[src/rtl/dmd_pkg.sv]
// Shared constants and types for the DMD video path.
// Both the frame loader and the video generator import this package.
package dmd_pkg;

    localparam int unsigned DMD_WIDTH  = 128;
    localparam int unsigned DMD_HEIGHT = 32;
    localparam int unsigned DMD_ADDR_W = 13;
    localparam int unsigned DMD_PIX_W  = 4;

    typedef enum logic [1:0] {
        S_WAIT,
        S_HI,
        S_LO
    } state_t;

    // Within a byte, the high nibble is the pixel at the lower address.
    function automatic logic [DMD_PIX_W-1:0] first_pix(input logic [7:0] b);
        return b[7:4];
    endfunction

    function automatic logic [DMD_PIX_W-1:0] second_pix(input logic [7:0] b);
        return b[3:0];
    endfunction

endpackage

[src/rtl/dmd_frame_loader_if.sv]
// Byte-stream input and frame-buffer write port of the DMD frame loader.
// The slave modport is the loader side; master is the source/buffer side.
interface dmd_frame_loader_if #(
    parameter int unsigned ADDR_W = dmd_pkg::DMD_ADDR_W
) ();
    import dmd_pkg::*;

    logic [7:0]           in_data;
    logic                 in_sof;
    logic                 in_valid;
    logic                 in_ready;
    logic                 wr_en;
    logic [ADDR_W-1:0]    wr_addr;
    logic [DMD_PIX_W-1:0] wr_data;
    logic                 frame_done;
    logic                 sof_err;

    modport slave (
        input  in_data, in_sof, in_valid,
        output in_ready, wr_en, wr_addr, wr_data, frame_done, sof_err
    );

    modport master (
        output in_data, in_sof, in_valid,
        input  in_ready, wr_en, wr_addr, wr_data, frame_done, sof_err
    );

endinterface

[src/rtl/dmd_frame_loader.sv]
// Unpacks a byte stream of nibble pixels into linear frame-buffer writes,
// framed by a start-of-frame flag; flags completed and restarted frames.
module dmd_frame_loader
    import dmd_pkg::*;
#(
    parameter int unsigned WIDTH  = DMD_WIDTH,
    parameter int unsigned HEIGHT = DMD_HEIGHT,
    parameter int unsigned ADDR_W = DMD_ADDR_W
) (
    input  logic             clk,
    input  logic             rst,
    dmd_frame_loader_if.slave bus
);

    localparam logic [ADDR_W-1:0] LAST_ADDR = ADDR_W'(WIDTH * HEIGHT - 1);

    state_t               state_q, state_d;
    logic [ADDR_W-1:0]    addr_q, addr_d;
    logic [DMD_PIX_W-1:0] lo_q, lo_d;
    logic                 wr_en_q, wr_en_d;
    logic [ADDR_W-1:0]    wr_addr_q, wr_addr_d;
    logic [DMD_PIX_W-1:0] wr_data_q, wr_data_d;
    logic                 done_q, done_d;
    logic                 err_q, err_d;

    logic                 ready;
    logic                 accept;
    logic [ADDR_W-1:0]    addr_p1;

    // Held low during reset so nothing is consumed in the reset cycle.
    assign ready   = !rst && (state_q != S_LO);
    assign accept  = bus.in_valid && ready;
    assign addr_p1 = addr_q + ADDR_W'(1);

    always_ff @(posedge clk) begin
        if (rst) begin
            state_q   <= S_WAIT;
            addr_q    <= '0;
            lo_q      <= '0;
            wr_en_q   <= 1'b0;
            wr_addr_q <= '0;
            wr_data_q <= '0;
            done_q    <= 1'b0;
            err_q     <= 1'b0;
        end else begin
            state_q   <= state_d;
            addr_q    <= addr_d;
            lo_q      <= lo_d;
            wr_en_q   <= wr_en_d;
            wr_addr_q <= wr_addr_d;
            wr_data_q <= wr_data_d;
            done_q    <= done_d;
            err_q     <= err_d;
        end
    end

    always_comb begin
        state_d   = state_q;
        addr_d    = addr_q;
        lo_d      = lo_q;
        wr_en_d   = 1'b0;
        wr_addr_d = wr_addr_q;
        wr_data_d = wr_data_q;
        done_d    = 1'b0;
        err_d     = 1'b0;

        case (state_q)
            S_WAIT, S_HI: begin
                // In S_WAIT only a start-of-frame byte opens a frame; others drop.
                if (accept && (bus.in_sof || state_q == S_HI)) begin
                    err_d     = (state_q == S_HI) && bus.in_sof;
                    addr_d    = bus.in_sof ? '0 : addr_q;
                    wr_en_d   = 1'b1;
                    wr_addr_d = bus.in_sof ? '0 : addr_q;
                    wr_data_d = first_pix(bus.in_data);
                    lo_d      = second_pix(bus.in_data);
                    state_d   = S_LO;
                end
            end
            S_LO: begin
                wr_en_d   = 1'b1;
                wr_addr_d = addr_p1;
                wr_data_d = lo_q;
                if (addr_p1 == LAST_ADDR) begin
                    done_d  = 1'b1;
                    addr_d  = '0;
                    state_d = S_WAIT;
                end else begin
                    addr_d  = addr_q + ADDR_W'(2);
                    state_d = S_HI;
                end
            end
            default: state_d = S_WAIT;
        endcase
    end

    assign bus.in_ready   = ready;
    assign bus.wr_en      = wr_en_q;
    assign bus.wr_addr    = wr_addr_q;
    assign bus.wr_data    = wr_data_q;
    assign bus.frame_done = done_q;
    assign bus.sof_err    = err_q;

endmodule

[src/flat_wrapper.sv]
// flat-port wrapper written by rule: the top's interface ports become plain ports
module dmd_frame_loader_flat import dmd_pkg::*;
#(
    parameter int unsigned WIDTH  = DMD_WIDTH,
    parameter int unsigned HEIGHT = DMD_HEIGHT,
    parameter int unsigned ADDR_W = DMD_ADDR_W
)
  (clk, rst, bus_in_data, bus_in_sof, bus_in_valid, bus_in_ready, bus_wr_en, bus_wr_addr, bus_wr_data, bus_frame_done, bus_sof_err);
  dmd_frame_loader_if #(.ADDR_W(ADDR_W)) bus_i ();
  input  logic clk;
  input  logic rst;
  input wire logic [$bits(bus_i.in_data)-1:0] bus_in_data;
  input wire logic [$bits(bus_i.in_sof)-1:0] bus_in_sof;
  input wire logic [$bits(bus_i.in_valid)-1:0] bus_in_valid;
  output wire logic [$bits(bus_i.in_ready)-1:0] bus_in_ready;
  output wire logic [$bits(bus_i.wr_en)-1:0] bus_wr_en;
  output wire logic [$bits(bus_i.wr_addr)-1:0] bus_wr_addr;
  output wire logic [$bits(bus_i.wr_data)-1:0] bus_wr_data;
  output wire logic [$bits(bus_i.frame_done)-1:0] bus_frame_done;
  output wire logic [$bits(bus_i.sof_err)-1:0] bus_sof_err;
  assign bus_i.in_data = bus_in_data;
  assign bus_i.in_sof = bus_in_sof;
  assign bus_i.in_valid = bus_in_valid;
  assign bus_in_ready = bus_i.in_ready;
  assign bus_wr_en = bus_i.wr_en;
  assign bus_wr_addr = bus_i.wr_addr;
  assign bus_wr_data = bus_i.wr_data;
  assign bus_frame_done = bus_i.frame_done;
  assign bus_sof_err = bus_i.sof_err;
  dmd_frame_loader #(.WIDTH(WIDTH), .HEIGHT(HEIGHT), .ADDR_W(ADDR_W)) u_core (.clk(clk), .rst(rst), .bus(bus_i));
endmodule
[config.mk]
export PLATFORM = sky130hd
export DESIGN_NAME = dmd_frame_loader_flat
export DESIGN_NICKNAME = d
export VERILOG_FILES = /design/src/rtl/dmd_pkg.sv /design/src/rtl/dmd_frame_loader_if.sv /design/src/rtl/dmd_frame_loader.sv /design/src/flat_wrapper.sv
export SDC_FILE = /design/constraint.sdc
export NUM_CORES = 1
export LEC_CHECK = 0
export ABC_AREA = 0
export CAP_MARGIN = 0
export CORE_AREA = 2 2 80 82
export DETAILED_ROUTE_END_ITERATION = 10
export DIE_AREA = 0 0 82 84
export DONT_BUFFER_PORTS = 1
export GPL_TIMING_DRIVEN = 1
export PLACE_DENSITY = 0.49
export SYNTH_ARGS = -nofsm -noshare
export SYNTH_HDL_FRONTEND = slang
export SYNTH_SLANG_ARGS = --single-unit
[constraint.sdc]
create_clock -name clk -period 2.5 [get_ports clk]
set_clock_uncertainty 0.05 [all_clocks]
set_input_delay 0.375 -clock clk [delete_from_list [all_inputs] [get_ports clk]]
set_output_delay 0.375 -clock clk [all_outputs]
set_load 0.03 [all_outputs]
==> impl_metrics.ini <==
; generated from flow reports
[final_layout]
seq_share = 0.359
fin_util = 0.357
layout.cells.non_filler = 329

[pwr]
pg_clk_mw = 0.557
power_density_mw_per_mm2 = 602
power.total_mw = 1.31
sequentialPower_mw = 0.674
ir_drop_v = 0.000336
p_leak_nw = 0.737
maxPowerGroup = sequential cells

[route]
wl_per_cell_um = 15.5

[worst_setup_path]
worst-path-max-fanout = 9
crit_end = u_core.addr_q[12]
crit_cells = 7
r2r_slack_ns = 0.19
crit_arrival_ns = 2.46
critPathBufInv = 0
startpoint = u_core.addr_q[1]
rr_startpoint = u_core.addr_q[1]
rr_worst_depth = 7

[final_timing]
layout_setup_ws_ns = 0.193
rsz0062_at_grt = false
finalCriticalPeriod_ns = 2.31

[synthesis]
yosys-stat-area_mm2 = 0.00203
edf_count = 0
synth-warning-count = 0

[global_routing]
grt_overflow_total = 0
grt_pass1_wl_um = 8780
first_global_vias = 1829
grt_usage = 0.163

[clocking]
clk_pin_slew_ns = 0.08
post-cts-setup-buffers = 0
h-tree-depth = 2
ctsHoldBuffers = 0

[hold_path]
min-delay-start = rst

[placement]
dp_hpwl_um = 3590

[run_status]
status = finished, final reports clean
wire_density.png
The bar under the picture is 20 µm long. The die is cut into 16 by 17 equal tiles; dark blue is low, red is high, scaled to the fullest tile. Values are wire area over tile area, all layers added.
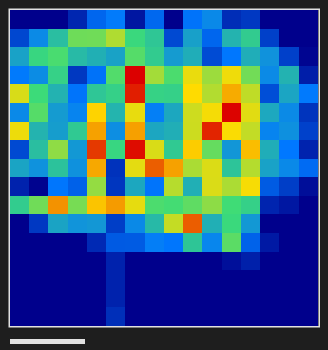
mean over tiles: 0.12
tiles over half the peak: 24%
nearly empty tiles: 29%
densest ninth of the die: middle
fullest tile: 0.39
emptiest ninth of the die: bottom left

met1.png
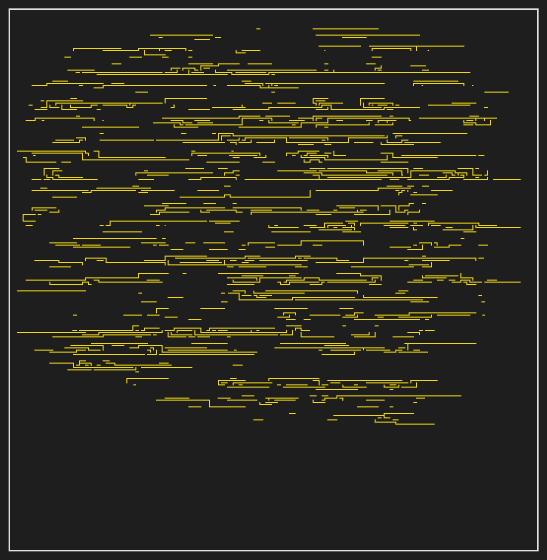
nets with wire on the layer: 247
longest straight run: 31.3 µm
wire length on this layer: 2570 µm

